**src/rtl/ltssm_pkg.sv**
```systemverilog
// Shared substate codes, LPIF encodings and rate helpers for the LTSSM coordinator.
package ltssm_pkg;

    localparam int unsigned SUBSTATE_W    = 4;
    localparam int unsigned LPIF_W        = 4;
    localparam int unsigned GEN_W         = 3;
    localparam int unsigned RATE_W        = 8;
    localparam int unsigned RCNT_W        = 8;
    localparam int unsigned MAX_GEN_LIMIT = 5;

    typedef enum logic [SUBSTATE_W-1:0] {
        DETECT_QUIET          = 4'd0,
        DETECT_ACTIVE         = 4'd1,
        POLLING_ACTIVE        = 4'd2,
        POLLING_CONFIGURATION = 4'd3,
        CFG_LINKWIDTH_START   = 4'd4,
        CFG_LINKWIDTH_ACCEPT  = 4'd5,
        CFG_LANENUM_WAIT      = 4'd6,
        CFG_LANENUM_ACCEPT    = 4'd7,
        CFG_COMPLETE          = 4'd8,
        CFG_IDLE              = 4'd9,
        L0                    = 4'd10,
        RECOVERY_RCVR_LOCK    = 4'd11,
        RECOVERY_RCVR_CFG     = 4'd12,
        RECOVERY_SPEED        = 4'd13,
        RECOVERY_IDLE         = 4'd14
    } substate_e;

    localparam logic [LPIF_W-1:0] LPIF_RESET   = 4'd0;
    localparam logic [LPIF_W-1:0] LPIF_ACTIVE  = 4'd1;
    localparam logic [LPIF_W-1:0] LPIF_RETRAIN = 4'd2;

    localparam logic [RATE_W-1:0] RATE_ID_RESET = 8'h02;

    // Highest advertised generation not above max_gen; never below Gen 1.
    function automatic logic [GEN_W-1:0] target_gen(input logic [RATE_W-1:0] rate_id,
                                                     input int unsigned         max_gen);
        logic [GEN_W-1:0] tg;
        tg = GEN_W'(1);
        for (int unsigned g = 1; g <= MAX_GEN_LIMIT; g++) begin
            if (g <= max_gen && rate_id[g]) begin
                tg = GEN_W'(g);
            end
        end
        return tg;
    endfunction

endpackage

```
**src/rtl/ltssm_timeout_timer.sv**
```systemverilog
// Per-substate watchdog: counts while enabled, expire_c strobes on the last allowed cycle.
module ltssm_timeout_timer #(
    parameter int unsigned TIMEOUT_CYCLES = 1024
) (
    input  logic clk,
    input  logic rst_n,
    input  logic clear_i,
    input  logic enable_i,
    output logic expire_c
);

    localparam int unsigned CNT_W = (TIMEOUT_CYCLES > 2) ? $clog2(TIMEOUT_CYCLES) : 1;
    localparam logic [CNT_W-1:0] CNT_LAST = CNT_W'(TIMEOUT_CYCLES - 1);

    logic [CNT_W-1:0] cnt_q;
    logic [CNT_W-1:0] cnt_d;

    always_comb begin
        cnt_d = cnt_q;
        if (clear_i) begin
            cnt_d = '0;
        end else if (enable_i) begin
            cnt_d = cnt_q + CNT_W'(1);
        end
    end

    always_ff @(posedge clk or negedge rst_n) begin
        if (!rst_n) begin
            cnt_q <= '0;
        end else begin
            cnt_q <= cnt_d;
        end
    end

    assign expire_c = enable_i && (cnt_q == CNT_LAST);

endmodule

```
**src/rtl/ltssm_main_ctrl.sv**
```systemverilog
// Top-level LTSSM coordinator: keeps Tx/Rx sub-LTSSMs in lock-step, handles
// training, Recovery/rate change, LPIF requests and the substate watchdog.
module ltssm_main_ctrl
    import ltssm_pkg::*;
#(
    parameter int unsigned DEVICETYPE     = 0,
    parameter int unsigned MAXGEN         = 3,
    parameter int unsigned TIMEOUT_CYCLES = 1024
) (
    input  logic                  clk,
    input  logic                  reset,
    input  logic [LPIF_W-1:0]     lpifStateRequest,
    input  logic                  finishTx,
    input  logic                  finishRx,
    input  logic [SUBSTATE_W-1:0] gotoTx,
    input  logic [SUBSTATE_W-1:0] gotoRx,
    input  logic                  forceDetect,
    input  logic [RATE_W-1:0]     rateIdIn,
    input  logic                  writeRateId,
    output logic                  linkUp,
    output logic [GEN_W-1:0]      GEN,
    output logic [LPIF_W-1:0]     lpifStateStatus,
    output logic [SUBSTATE_W-1:0] substateTx,
    output logic [SUBSTATE_W-1:0] substateRx,
    output logic                  timeoutEvent,
    output logic [RCNT_W-1:0]     recoveryCount
);

    substate_e         state_q, state_d;
    logic              link_q, link_d;
    logic [GEN_W-1:0]  gen_q, gen_d;
    logic [LPIF_W-1:0] status_q, status_d;
    logic              tevt_q, tevt_d;
    logic [RCNT_W-1:0] rcnt_q, rcnt_d;
    logic [RATE_W-1:0] rate_q, rate_d;

    logic              to_dq;
    logic              both_c;
    logic              fail_c;
    logic              exempt_c;
    logic              in_recovery_c;
    logic              expire_c;
    logic [GEN_W-1:0]  tgt_gen_c;
    substate_e         seq_next_c;

    assign both_c        = finishTx && finishRx && (gotoTx == gotoRx);
    assign fail_c        = (finishTx && (gotoTx == DETECT_QUIET)) ||
                           (finishRx && (gotoRx == DETECT_QUIET));
    assign exempt_c      = (state_q == DETECT_QUIET) || (state_q == L0);
    assign in_recovery_c = (state_q >= RECOVERY_RCVR_LOCK) && (state_q <= RECOVERY_IDLE);
    assign tgt_gen_c     = target_gen(rate_q, MAXGEN);
    assign seq_next_c    = substate_e'(SUBSTATE_W'(state_q) + SUBSTATE_W'(1));

    ltssm_timeout_timer #(
        .TIMEOUT_CYCLES(TIMEOUT_CYCLES)
    ) u_timer (
        .clk     (clk),
        .rst_n   (reset),
        .clear_i (state_d != state_q),
        .enable_i(!exempt_c),
        .expire_c(expire_c)
    );

    // rateId latch; a write coinciding with a Recovery decision only affects later ones.
    always_comb begin
        rate_d = rate_q;
        if (writeRateId) begin
            rate_d = rateIdIn;
        end
    end

    // Next-state: forceDetect > failure goto > legal advance > watchdog.
    always_comb begin
        state_d  = state_q;
        link_d   = link_q;
        gen_d    = gen_q;
        status_d = status_q;
        tevt_d   = 1'b0;
        rcnt_d   = rcnt_q;
        to_dq    = 1'b0;

        if (forceDetect) begin
            to_dq = 1'b1;
        end else if (fail_c) begin
            to_dq = 1'b1;
            if (!in_recovery_c) begin
                gen_d = GEN_W'(1);
            end
        end else begin
            unique case (state_q)
                DETECT_QUIET, DETECT_ACTIVE, POLLING_ACTIVE,
                POLLING_CONFIGURATION, CFG_COMPLETE: begin
                    if (both_c && (gotoTx == seq_next_c)) begin
                        state_d = seq_next_c;
                    end
                end
                CFG_LINKWIDTH_START, CFG_LANENUM_WAIT, CFG_LANENUM_ACCEPT: begin
                    if (finishRx && (gotoRx == seq_next_c)) begin
                        state_d = seq_next_c;
                    end
                end
                CFG_LINKWIDTH_ACCEPT: begin
                    if ((DEVICETYPE == 0) ? (finishTx && (gotoTx == CFG_LANENUM_WAIT))
                                          : (both_c && (gotoTx == CFG_LANENUM_WAIT))) begin
                        state_d = CFG_LANENUM_WAIT;
                    end
                end
                CFG_IDLE: begin
                    // Trained link parks here until the adapter asks for active.
                    if (link_q) begin
                        if (lpifStateRequest == LPIF_ACTIVE) begin
                            state_d  = L0;
                            status_d = LPIF_ACTIVE;
                        end
                    end else if (both_c && (gotoTx == L0)) begin
                        link_d = 1'b1;
                    end
                end
                L0: begin
                    if (lpifStateRequest == LPIF_RESET) begin
                        state_d  = DETECT_QUIET;
                        link_d   = 1'b0;
                        gen_d    = GEN_W'(1);
                        status_d = LPIF_RESET;
                    end else if ((lpifStateRequest == LPIF_RETRAIN) ||
                                 (finishTx && (gotoTx == RECOVERY_RCVR_LOCK)) ||
                                 (finishRx && (gotoRx == RECOVERY_RCVR_LOCK))) begin
                        state_d  = RECOVERY_RCVR_LOCK;
                        status_d = LPIF_RETRAIN;
                        if (rcnt_q != '1) begin
                            rcnt_d = rcnt_q + RCNT_W'(1);
                        end
                    end
                end
                RECOVERY_RCVR_LOCK: begin
                    if (both_c && (gotoTx == RECOVERY_RCVR_CFG)) begin
                        state_d = RECOVERY_RCVR_CFG;
                    end
                end
                RECOVERY_RCVR_CFG: begin
                    if (both_c && ((gotoTx == RECOVERY_SPEED) || (gotoTx == RECOVERY_IDLE))) begin
                        state_d = (tgt_gen_c != gen_q) ? RECOVERY_SPEED : RECOVERY_IDLE;
                    end
                end
                RECOVERY_SPEED: begin
                    if (both_c && (gotoTx == RECOVERY_RCVR_LOCK)) begin
                        state_d = RECOVERY_RCVR_LOCK;
                        gen_d   = tgt_gen_c;
                    end
                end
                RECOVERY_IDLE: begin
                    if (both_c && (gotoTx == L0)) begin
                        state_d  = L0;
                        status_d = LPIF_ACTIVE;
                    end
                end
                default: begin
                    to_dq = 1'b1;
                end
            endcase

            if ((state_d == state_q) && expire_c) begin
                to_dq  = 1'b1;
                tevt_d = 1'b1;
            end
        end

        if (to_dq) begin
            state_d  = DETECT_QUIET;
            link_d   = 1'b0;
            status_d = LPIF_RESET;
        end
    end

    always_ff @(posedge clk or negedge reset) begin
        if (!reset) begin
            state_q  <= DETECT_QUIET;
            link_q   <= 1'b0;
            gen_q    <= GEN_W'(1);
            status_q <= LPIF_RESET;
            tevt_q   <= 1'b0;
            rcnt_q   <= '0;
            rate_q   <= RATE_ID_RESET;
        end else begin
            state_q  <= state_d;
            link_q   <= link_d;
            gen_q    <= gen_d;
            status_q <= status_d;
            tevt_q   <= tevt_d;
            rcnt_q   <= rcnt_d;
            rate_q   <= rate_d;
        end
    end

    assign linkUp          = link_q;
    assign GEN             = gen_q;
    assign lpifStateStatus = status_q;
    assign substateTx      = state_q;
    assign substateRx      = state_q;
    assign timeoutEvent    = tevt_q;
    assign recoveryCount   = rcnt_q;

endmodule
```
**config.mk**
```make
export PLATFORM = sky130hd
export DESIGN_NAME = ltssm_main_ctrl
export DESIGN_NICKNAME = d
export VERILOG_FILES = /design/src/rtl/ltssm_pkg.sv /design/src/rtl/ltssm_timeout_timer.sv /design/src/rtl/ltssm_main_ctrl.sv
export SDC_FILE = /design/constraint.sdc
export NUM_CORES = 1
export LEC_CHECK = 0
export ABC_AREA = 1
export CAP_MARGIN = 20
export CORE_MARGIN = 5
export CORE_UTILIZATION = 40
export CTS_BUF_LIST = sky130_fd_sc_hd__clkbuf_4 sky130_fd_sc_hd__clkbuf_8
export DETAILED_ROUTE_END_ITERATION = 7
export GPL_TIMING_DRIVEN = 0
export PLACE_DENSITY = 0.66
export SLEW_MARGIN = 0
export SYNTH_ARGS = -nofsm -noshare
export SYNTH_HDL_FRONTEND = slang
export SYNTH_SLANG_ARGS = --single-unit
```
**constraint.sdc**
```tcl
create_clock -name clk -period 2.9 [get_ports clk]
set_input_delay 0.87 -clock clk [delete_from_list [all_inputs] [get_ports clk]]
set_output_delay 0.87 -clock clk [all_outputs]
set_load 0.02 [all_outputs]
```
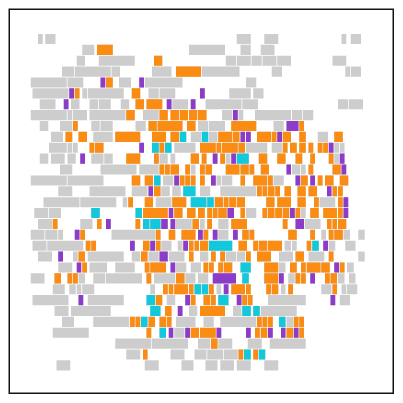
(images/gates.png)
Drawn at 4 px/µm.
Orange is nand cells, cells 223, most used nand2_1. Cyan is aoi and oai cells, cells 29. Purple is inv cells, cells 64, most used inv_1.
combinational share of cell area: 51.5%
Final Instance Count excl. Fillers: 628
most used logic cell in the final layout: nand2_1

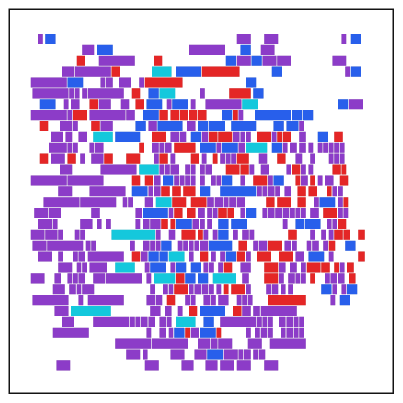
(images/sizing.png)
Drawn at 4 px/µm.
Purple is x1 and smaller, cells 344, share 65%. Blue is x3 and x4, cells 70, share 13%. Red is x2, cells 101, share 19%. Cyan is x6 and larger, cells 14, share 2.6%.
Layout Area Growth over Synthesis: 39.2%
Repair and plain buffers: 82
final instance area: 4090 µm²
Final WS setup: 0.0307 ns

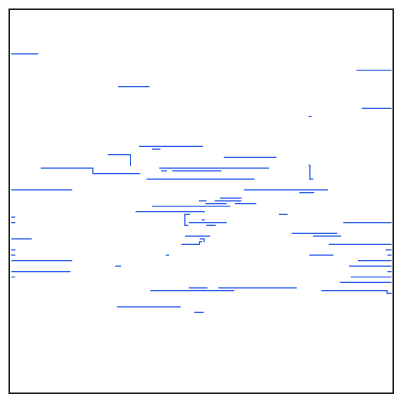
(images/m3.png)
Drawn at 4 px/µm.
The longest straight run is 27.1 µm. The wires run mostly horizontal. The layer carries 508 µm of wire. The layer holds 6.1% of the routed length. 49 nets have wire on it.
GRT met3 Usage: 3.63%
Vias: 3178

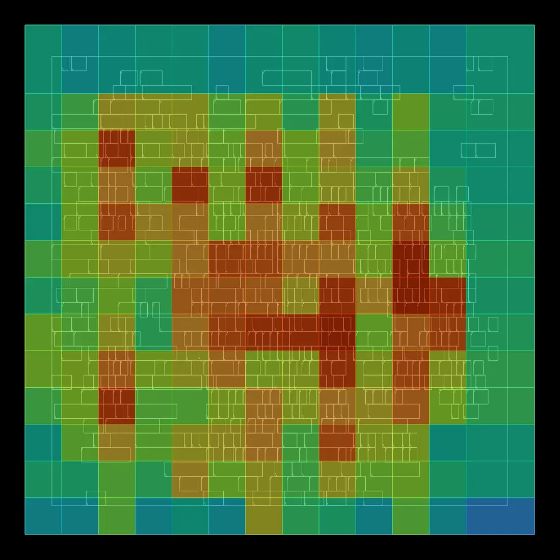
(images/congestion_map.png)
GRT busiest layer: met2
met2 usage: 30.8%
GRT Util Overall: 18.2%
Final Util: 56.6%
WL per Instance: 13.3 µm

==> results.ini <==
[status]
outcome = finished clean

[yosys]
mux_share_pct = 0.341
yosys-stat-cells = 451
ff_type = dfrtp_1
avgSynthCellArea_um2 = 6.51
top_area_share_pct = 24.7
yosys_area_um2 = 2930
synth.area.top_cells = dfrtp_1, nand2_1, nand3_1
ys_ff = 30
edf_count = 0
ys_top_cells_by_count = nand2_1, inv_1, nand3_1
xor_share_pct = 4.78
ys_seq_share_pct = 25.6
synth_cell_type_count = 34
ys_sh_simple_pct = 48.5
synth_adder_area_share_pct = 2.56
syn-cell-area_um2 = 2930
topCombFamilyByArea = simple AND/OR/NAND/NOR gates
netlist_instances = 451
yosysTopAreaCell = dfrtp_1

[power]
leakage_nw = 2.09
vdd_ir_drop_max_mv = 0.199

[worst_setup_path]
cpMostUsedCell = nand2_2
crit_slowest_cell = nor2_4
reg2reg_depth = 21
path_max_fanout = 8
r2r-end = u_timer.cnt_q[1]
path_cells = clkbuf_4 -> inv_2 -> nand2_2 -> nand3_2 -> nor2_4 -> nand3_2 -> nand2_1 -> nand3_1 -> nor2_2 -> nand2_1 -> o21bai_2 -> nand2_2 -> nand3_4 -> buf_8 -> nand3_4 -> nand2_2 -> nand2_2 -> nor2_4 -> nand2_4 -> nor2_2
path_depth = 20
cp_num_buf_inv = 3
crit_type = in2reg
required_ns = 3.13
cp_top_family = simple AND/OR/NAND/NOR gates
cpPeakStageDelay_ns = 0.20

[place]
dp_hpwl_um = 5960
place_area_um2 = 3480
gp_congestion = 0.898
dp_slack_ns = -0.728
placed_cells = 592

[global_routing]
grt_antenna_before_repair = 0
grt_pass1_wl_um = 13100
grt_max_degree = 20
grt.overflow.total = 0

[floorplan]
ios = 51
initCoreUtil_pct = 40.7
placementRows = 31
die_area_um2 = 9150
die_w_um = 95.6
taps = 99

[layout]
logic_area_um2 = 2100
antennaDiodeCount = 0
sh_seq_area_pct = 18.5
drive_above_1_share_pct = 35.0
n_all_inverters = 64
nFlopsAndLatches = 30
layout.nonclk_buf_share_pct = 17.7
layout.nets = 560

[sta]
whs_ns = 0.477
tns_ns = 0
slew_viol_final = 0
rsz0062_at_grt = true
period_minus_slack_ns = 2.87
fin_skew_ns = 0.00486
fin_crit_sh_pct = 98.9
slew_headroom_pct = 56.1
hold_viol = 0
worst_slew_pin_slew_ns = 0.656

[routing]
drtAntennaViolNets = 0
routed_wl_um = 8340
drtPass1Iterations = 6
first_iter_violations = 294
drc = 0

[cts]
cts_buffer_depth = 2
postCtsHoldBufs = 0
clk_latency_ns = 0.29
cts.sinks = 30
clkTransAtPathRegs_ns = 0.07
cts_resized = 67
cts_root_buf = clkbuf_8
cts_setup_buffers = 10
htreeDepth = 2

[worst_hold_path]
min_path_type = reg2reg
hold_depth = 2
hp-start = lpifStateStatus[0]

-- flip-flops by register name (all words and copies together) (netlist names) --
signal	cells
GEN	2
linkUp	1
lpifStateStatus	2
rate_q	2
recoveryCount	8
substateRx	4
timeoutEvent	1
u_timer.cnt_q	10
-- power by group --
| group | switching (mW) | internal [mW] | leakage, nW | total (mW) |
|---|---|---|---|---|
| sequential | 0.0194 | 0.444 | 0.392 | 0.464 |
| clock | 0.184 | 0.255 | 0.0504 | 0.439 |
| combinational | 0.119 | 0.0814 | 1.64 | 0.201 |
-- per-layer routing --
metal	up-vias	track usage, %	part of all wire [%]
met5	-	0	0
met4	0	6.16	1.9
met3	16	3.63	6.1
met2	94	30.8	49
met1	1482	23.0	43
li1	1586	-	-
Power is estimated from default activity; no workload was simulated.
